<file path="config.mk">
export PLATFORM = sky130hd
export DESIGN_NAME = srff_pulse_arbiter
export DESIGN_NICKNAME = d
export VERILOG_FILES = /design/src/rtl/srff_pulse_arbiter.sv
export SDC_FILE = /design/constraint.sdc
export NUM_CORES = 1
export LEC_CHECK = 0
export CAP_MARGIN = 30
export CORE_MARGIN = 4
export CORE_UTILIZATION = 34
export CTS_BUF_LIST = sky130_fd_sc_hd__clkbuf_8 sky130_fd_sc_hd__clkbuf_16
export DETAILED_ROUTE_END_ITERATION = 8
export GPL_ROUTABILITY_DRIVEN = 0
export GPL_TIMING_DRIVEN = 0
export HOLD_SLACK_MARGIN = 0.03
export SYNTH_ARGS = -nofsm -noshare
export SYNTH_HDL_FRONTEND = slang
export SYNTH_SLANG_ARGS = --single-unit
</file>
<file path="constraint.sdc">
create_clock -name clk -period 1.76 [get_ports clk]
set_input_delay 0.352 -clock clk [delete_from_list [all_inputs] [get_ports clk]]
set_output_delay 0.352 -clock clk [all_outputs]
set_load 0.1 [all_outputs]
</file>
<file path="src/rtl/srff_pulse_arbiter.sv">
// Round-robin arbiter that serialises set/clear requests into S/R pulses for one shared S-R latch.
// Optional build macro SRFF_SKIP_REDUNDANT_EN: grants whose result already matches q skip the pulse.
//
// state   | meaning
// S_IDLE  | waiting for a pending requester, round-robin from ptr
// S_PULSE | S or R held high for PULSE_W cycles
// S_GAP   | S=R=0 settle time for GAP cycles before q is checked
// S_DONE  | one-cycle ack to the granted requester
module srff_pulse_arbiter #(
  parameter int N       = 2,
  parameter int PULSE_W = 2,
  parameter int GAP     = 1
) (
  input  logic         clk,
  input  logic         rst,
  input  logic [N-1:0] set_req,
  input  logic [N-1:0] clr_req,
  input  logic         q,
  output logic         s_out,
  output logic         r_out,
  output logic [N-1:0] ack,
  output logic         busy,
  output logic         err
);
  localparam int MAXC = (PULSE_W > GAP) ? PULSE_W : GAP;
  localparam int CW   = $clog2(MAXC) + 1;
  localparam int PW   = (N > 1) ? $clog2(N) : 1;

  typedef enum logic [1:0] {S_IDLE, S_PULSE, S_GAP, S_DONE} state_t;

  state_t        state_q, state_d;
  logic [CW-1:0] cnt_q, cnt_d;
  logic [PW-1:0] ptr_q, ptr_d;
  logic [PW-1:0] gnt_q, gnt_d;
  logic          op_set_q, op_set_d;
  logic          s_q, s_d;
  logic          r_q, r_d;
  logic          busy_q, busy_d;
  logic          err_q, err_d;
  logic [N-1:0]  ack_q, ack_d;

  logic [N-1:0]  pend;
  logic          found;
  logic [PW-1:0] sel;
  logic [PW-1:0] sel_nxt;
  logic [PW:0]   idx;
  logic [PW:0]   nxt;
  logic          ack_en;
  logic [PW-1:0] ack_idx;

  assign pend = set_req | clr_req;

  // First pending requester at or after ptr, wrapping at N.
  always_comb begin : arb
    found   = 1'b0;
    sel     = '0;
    idx     = '0;
    nxt     = '0;
    sel_nxt = '0;
    for (int k = 0; k < N; k++) begin
      idx = {1'b0, ptr_q} + (PW+1)'(k);
      if (idx >= (PW+1)'(N)) idx = idx - (PW+1)'(N);
      if (!found && pend[idx[PW-1:0]]) begin
        found = 1'b1;
        sel   = idx[PW-1:0];
      end
    end
    nxt     = {1'b0, sel} + (PW+1)'(1);
    sel_nxt = (nxt >= (PW+1)'(N)) ? '0 : nxt[PW-1:0];
  end

  always_comb begin : fsm_next
    state_d  = state_q;
    cnt_d    = cnt_q;
    ptr_d    = ptr_q;
    gnt_d    = gnt_q;
    op_set_d = op_set_q;
    s_d      = s_q;
    r_d      = r_q;
    busy_d   = busy_q;
    err_d    = err_q;
    ack_en   = 1'b0;
    ack_idx  = gnt_q;
    ack_d    = '0;
    unique case (state_q)
      S_IDLE: begin
        if (found) begin
          gnt_d    = sel;
          ptr_d    = sel_nxt;
          op_set_d = set_req[sel];
          busy_d   = 1'b1;
          if (set_req[sel] && clr_req[sel]) begin
            state_d = S_DONE;
            err_d   = 1'b1;
            ack_en  = 1'b1;
            ack_idx = sel;
          end
`ifdef SRFF_SKIP_REDUNDANT_EN
          else if (set_req[sel] == q) begin
            state_d = S_DONE;
            ack_en  = 1'b1;
            ack_idx = sel;
          end
`endif
          else begin
            state_d = S_PULSE;
            s_d     = set_req[sel];
            r_d     = ~set_req[sel];
            cnt_d   = CW'(PULSE_W - 1);
          end
        end
      end
      S_PULSE: begin
        if (cnt_q == '0) begin
          s_d     = 1'b0;
          r_d     = 1'b0;
          state_d = S_GAP;
          cnt_d   = CW'(GAP - 1);
        end else begin
          cnt_d = cnt_q - CW'(1);
        end
      end
      S_GAP: begin
        // q has settled for GAP quiet cycles; check it as we enter DONE.
        if (cnt_q == '0) begin
          state_d = S_DONE;
          ack_en  = 1'b1;
          if (q != op_set_q) err_d = 1'b1;
        end else begin
          cnt_d = cnt_q - CW'(1);
        end
      end
      S_DONE: begin
        state_d = S_IDLE;
        busy_d  = 1'b0;
      end
      default: state_d = S_IDLE;
    endcase
    for (int i = 0; i < N; i++) ack_d[i] = ack_en && (ack_idx == PW'(i));
  end

  always_ff @(posedge clk) begin
    if (rst) begin
      state_q  <= S_IDLE;
      cnt_q    <= '0;
      ptr_q    <= '0;
      gnt_q    <= '0;
      op_set_q <= 1'b0;
      s_q      <= 1'b0;
      r_q      <= 1'b0;
      busy_q   <= 1'b0;
      err_q    <= 1'b0;
      ack_q    <= '0;
    end else begin
      state_q  <= state_d;
      cnt_q    <= cnt_d;
      ptr_q    <= ptr_d;
      gnt_q    <= gnt_d;
      op_set_q <= op_set_d;
      s_q      <= s_d;
      r_q      <= r_d;
      busy_q   <= busy_d;
      err_q    <= err_d;
      ack_q    <= ack_d;
    end
  end

  assign s_out = s_q;
  assign r_out = r_q;
  assign ack   = ack_q;
  assign busy  = busy_q;
  assign err   = err_q;

endmodule

</file>
==> impl_metrics.env <==
# source this file to load flow results
export IMPL_syn_area_per_cell_sq_um=8.45
export IMPL_dp_cells=136
export IMPL_antenna_cells=0
export IMPL_wl_met2_mm=1.02
export IMPL_fp_nets=111
export IMPL_setup_worst_path_start="state_q[0]"
export IMPL_r2r_start="state_q[0]"
export IMPL_p_sw_w=0.00104
export IMPL_ys_seq_share_pct=31.8
export IMPL_power_leader="combinational logic"
export IMPL_period_used_pct=98.2
export IMPL_grt_setup_unrepaired="true"
export IMPL_layout_nonclk_buf_share_pct=15.2
export IMPL_holdWs_ns=0.458
export IMPL_wl_met1_um=940
export IMPL_core_area_sq_um=2250
export IMPL_comb_cells=73
export IMPL_ys_top_cells_by_count="dfxtp_1 (13), nor2_1 (9), inv_1 (8), nand2_1 (8)"
export IMPL_slowest_delay_ns=0.46
export IMPL_clkSlewWorstSetupHoldPaths_ns=0.06
export IMPL_inv_count=8
export IMPL_post_cts_resized=18
export IMPL_antenna_left=0
export IMPL_pwr_density_cell_nw_per_um2=1870
export IMPL_grt_max_degree=11
export IMPL_netlist_instances=97
export IMPL_path_depth=7
export IMPL_numSynthFlops=13
export IMPL_nClkBuffers=3
export IMPL_top_cell_area_share_pct=31.8
export IMPL_drtIter0Drc=10
export IMPL_yosys_warnings=0
export IMPL_synthFlopType="dfxtp_1"
export IMPL_final_common_cell="dfxtp_1"
export IMPL_tightest_slew_ns=0.947
export IMPL_cp_end_kind="flip-flop"
export IMPL_most_common_layout_cells="dfxtp_1 (11), nor2_1 (9), nand2_1 (7), o21ai_0 (7), a21oi_1 (7)"
export IMPL_clockPowerShare_pct=12.7
export IMPL_largest_area_cell="dfxtp_1"
export IMPL_status="completed"
export IMPL_top_cells_by_area="dfxtp_1 (32%), ha_1 (11%), a21oi_1 (4.3%), o21ai_0 (4.3%), nor2_1 (4.1%)"
export IMPL_antenna_found_initial=0
export IMPL_met3WireLength_um=78
export IMPL_clock_latency_late_pin_ns=0.25
export IMPL_ys_sh_adder_pct=10.7
export IMPL_ir_drop_mv=1.19
export IMPL_clk_share_pct=4.07
export IMPL_comb_area_sq_um=557
export IMPL_topCombFamilyByArea="AND-OR/OR-AND gates"
export IMPL_comb_power_w=0.00132
export IMPL_relSlewSlack_pct=37.1
export IMPL_viasPerCell=5.32
export IMPL_tool_warnings=33
export IMPL_syn_to_final_growth_pct=35.0
export IMPL_htree_levels=1
export IMPL_rows=17
export IMPL_fp_util_pct=36.3
export IMPL_fin_util_pct=49.1
export IMPL_setup_viol=0
export IMPL_mux_share_pct=3.66
export IMPL_fillCellCount=236
export IMPL_sh_seq_area_pct=24.0
export IMPL_p_seq_share_pct=23.5
export IMPL_final_nets=133
export IMPL_crit_chain="inv_4 > ha_4 > buf_6 > clkinvlp_4 > o41ai_4 > o31a_1 > a311oi_1"
export IMPL_final_min_clock_period_ns=1.73
export IMPL_r2r_end="cnt_q[0]"
export IMPL_nWellTaps=28
export IMPL_cts_setup_buffers=0
export IMPL_die_w_um=57.1
export IMPL_grt_pass1_wl_mm=3.46
export IMPL_firstDrtPassIters=4
export IMPL_r2r_cells=7
export IMPL_timing_reg2reg_setup_slack_ns=0.03
export IMPL_path_class="flip-flop to flip-flop"
export IMPL_use_met1_pct=15.7
export IMPL_dp_hpwl_mm=1.39
export IMPL_buffers_excl_clock=20
export IMPL_sh_comb_area_pct=50.3
export IMPL_drc=0
export IMPL_cp_arrival_ns=1.83
export IMPL_worst_hold_path_endpoint="r_out"
export IMPL_xor_share_pct=2.14
export IMPL_seq_area_sq_um=265
export IMPL_dpl_worst_slack_ns=-0.273
export IMPL_crit_path_end="cnt_q[0]"
export IMPL_max_freq_mhz=579
export IMPL_total_power_w=0.00207
export IMPL_worst_clock_skew_ns=0.00508
export IMPL_gr_total_overflow=0
export IMPL_synth_dominant_cell_count="dfxtp_1"
export IMPL_hold_violations=0
export IMPL_yosys_area_sq_um=820
export IMPL_chip_area_sq_um=3260
export IMPL_min_path_type="flip-flop to flip-flop"
export IMPL_dpl_cell_area_sq_um=965
export IMPL_pwr_share_comb_pct=63.7
export IMPL_hold_path_depth=2
export IMPL_crit_path_start_kind="flip-flop"
export IMPL_io_pins=13
export IMPL_grt_busiest_layer="met2"
export IMPL_aoi_share_pct=24.9
export IMPL_cts_made_buffers=3
export IMPL_power_share_switching_pct=50.0
export IMPL_postLayoutCellArea_sq_um=1110
export IMPL_ctsHoldBuffers=0
export IMPL_ys_cells=97
export IMPL_syn_area_sq_um=820
export IMPL_path_buffers=3
export IMPL_design_seq_count=13
export IMPL_path_max_fanout=7
export IMPL_clock_path_buffers=2
export IMPL_drv_slew=0
export IMPL_hp_start="r_out"
export IMPL_clock_sinks=13
export IMPL_first_global_vias=755
export IMPL_layout_cells_non_filler=146
export IMPL_layout_drive_gt1_share_pct=26.3
export IMPL_use_met2_pct=21.9
export IMPL_largest_class="multi-input combinational cells"
export IMPL_maxUsedRoutingLayer="met4"
export IMPL_pg_seq_w=0.000487
export IMPL_async_flop_share_pct=0
export IMPL_cpMaxStageDelayCell="o41ai_4"
export IMPL_maxCapViolations=0
export IMPL_cts_root_buf="clkbuf_8"
export IMPL_tns_ns=0
export IMPL_path_delay_family="AND-OR/OR-AND gates"
export IMPL_power_clock_w=0.000264
export IMPL_internal_power_w=0.00103
export IMPL_yosysUniqueCellTypes=40
export IMPL_worst_slack_ns=0.0320
**Routed metal per tile**

Scale: 6 px per um. The die is cut into 11 by 11 equal tiles; dark purple is low, yellow is high, scaled to the fullest tile. Values are wire area over tile area, all layers added.
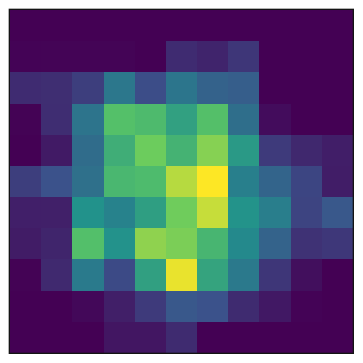
nearly empty tiles: 33%
emptiest ninth of the die: north-east
tiles over half the peak: 22%
fullest tile: 0.40
densest ninth of the die: centre
Overall Global Routing Usage: 13.2%
Vias: 776
Avg WL per Cell: 14.1 um
total wire length: 2.05 mm

**Drive-strength map**

Scale: 4 px per um.
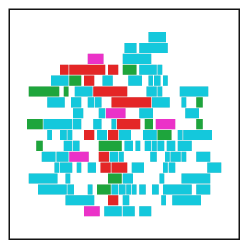
| colour | size | cells | most used |
|---|---|---|---|
| green | drive 2 | 13 | clkbuf_2 |
| red | drive 3 to 4 | 13 | buf_4 |
| cyan | drive 1 or less | 87 | dfxtp_1 |
| magenta | drive 6 and up | 5 | clkbuf_8 |

**Cells coloured by class**

Scale: 8 px per um.
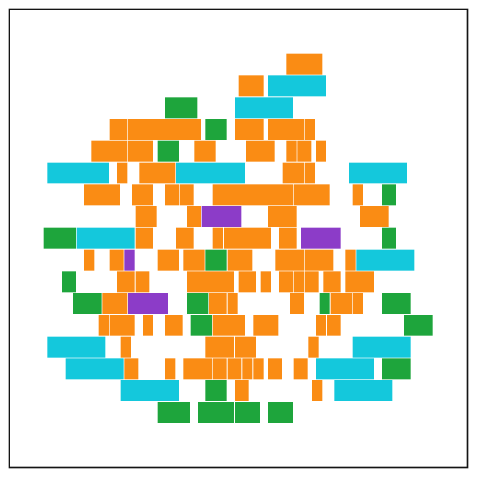
| colour | class | cells |
|---|---|---|
| green | other buffers and delay cells | 20 |
| purple | clock drivers and dummy loads | 4 |
| cyan | flops | 13 |
| orange | all other logic | 81 |

**M3 wires**

Scale: 6 px per um.
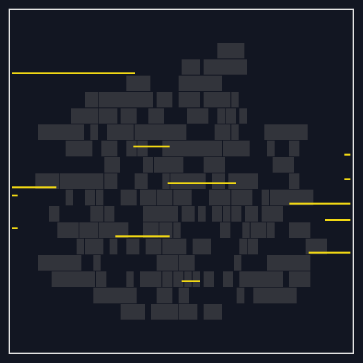
longest straight run: 20.2 um
main direction: horizontal
met3 usage: 4.52%

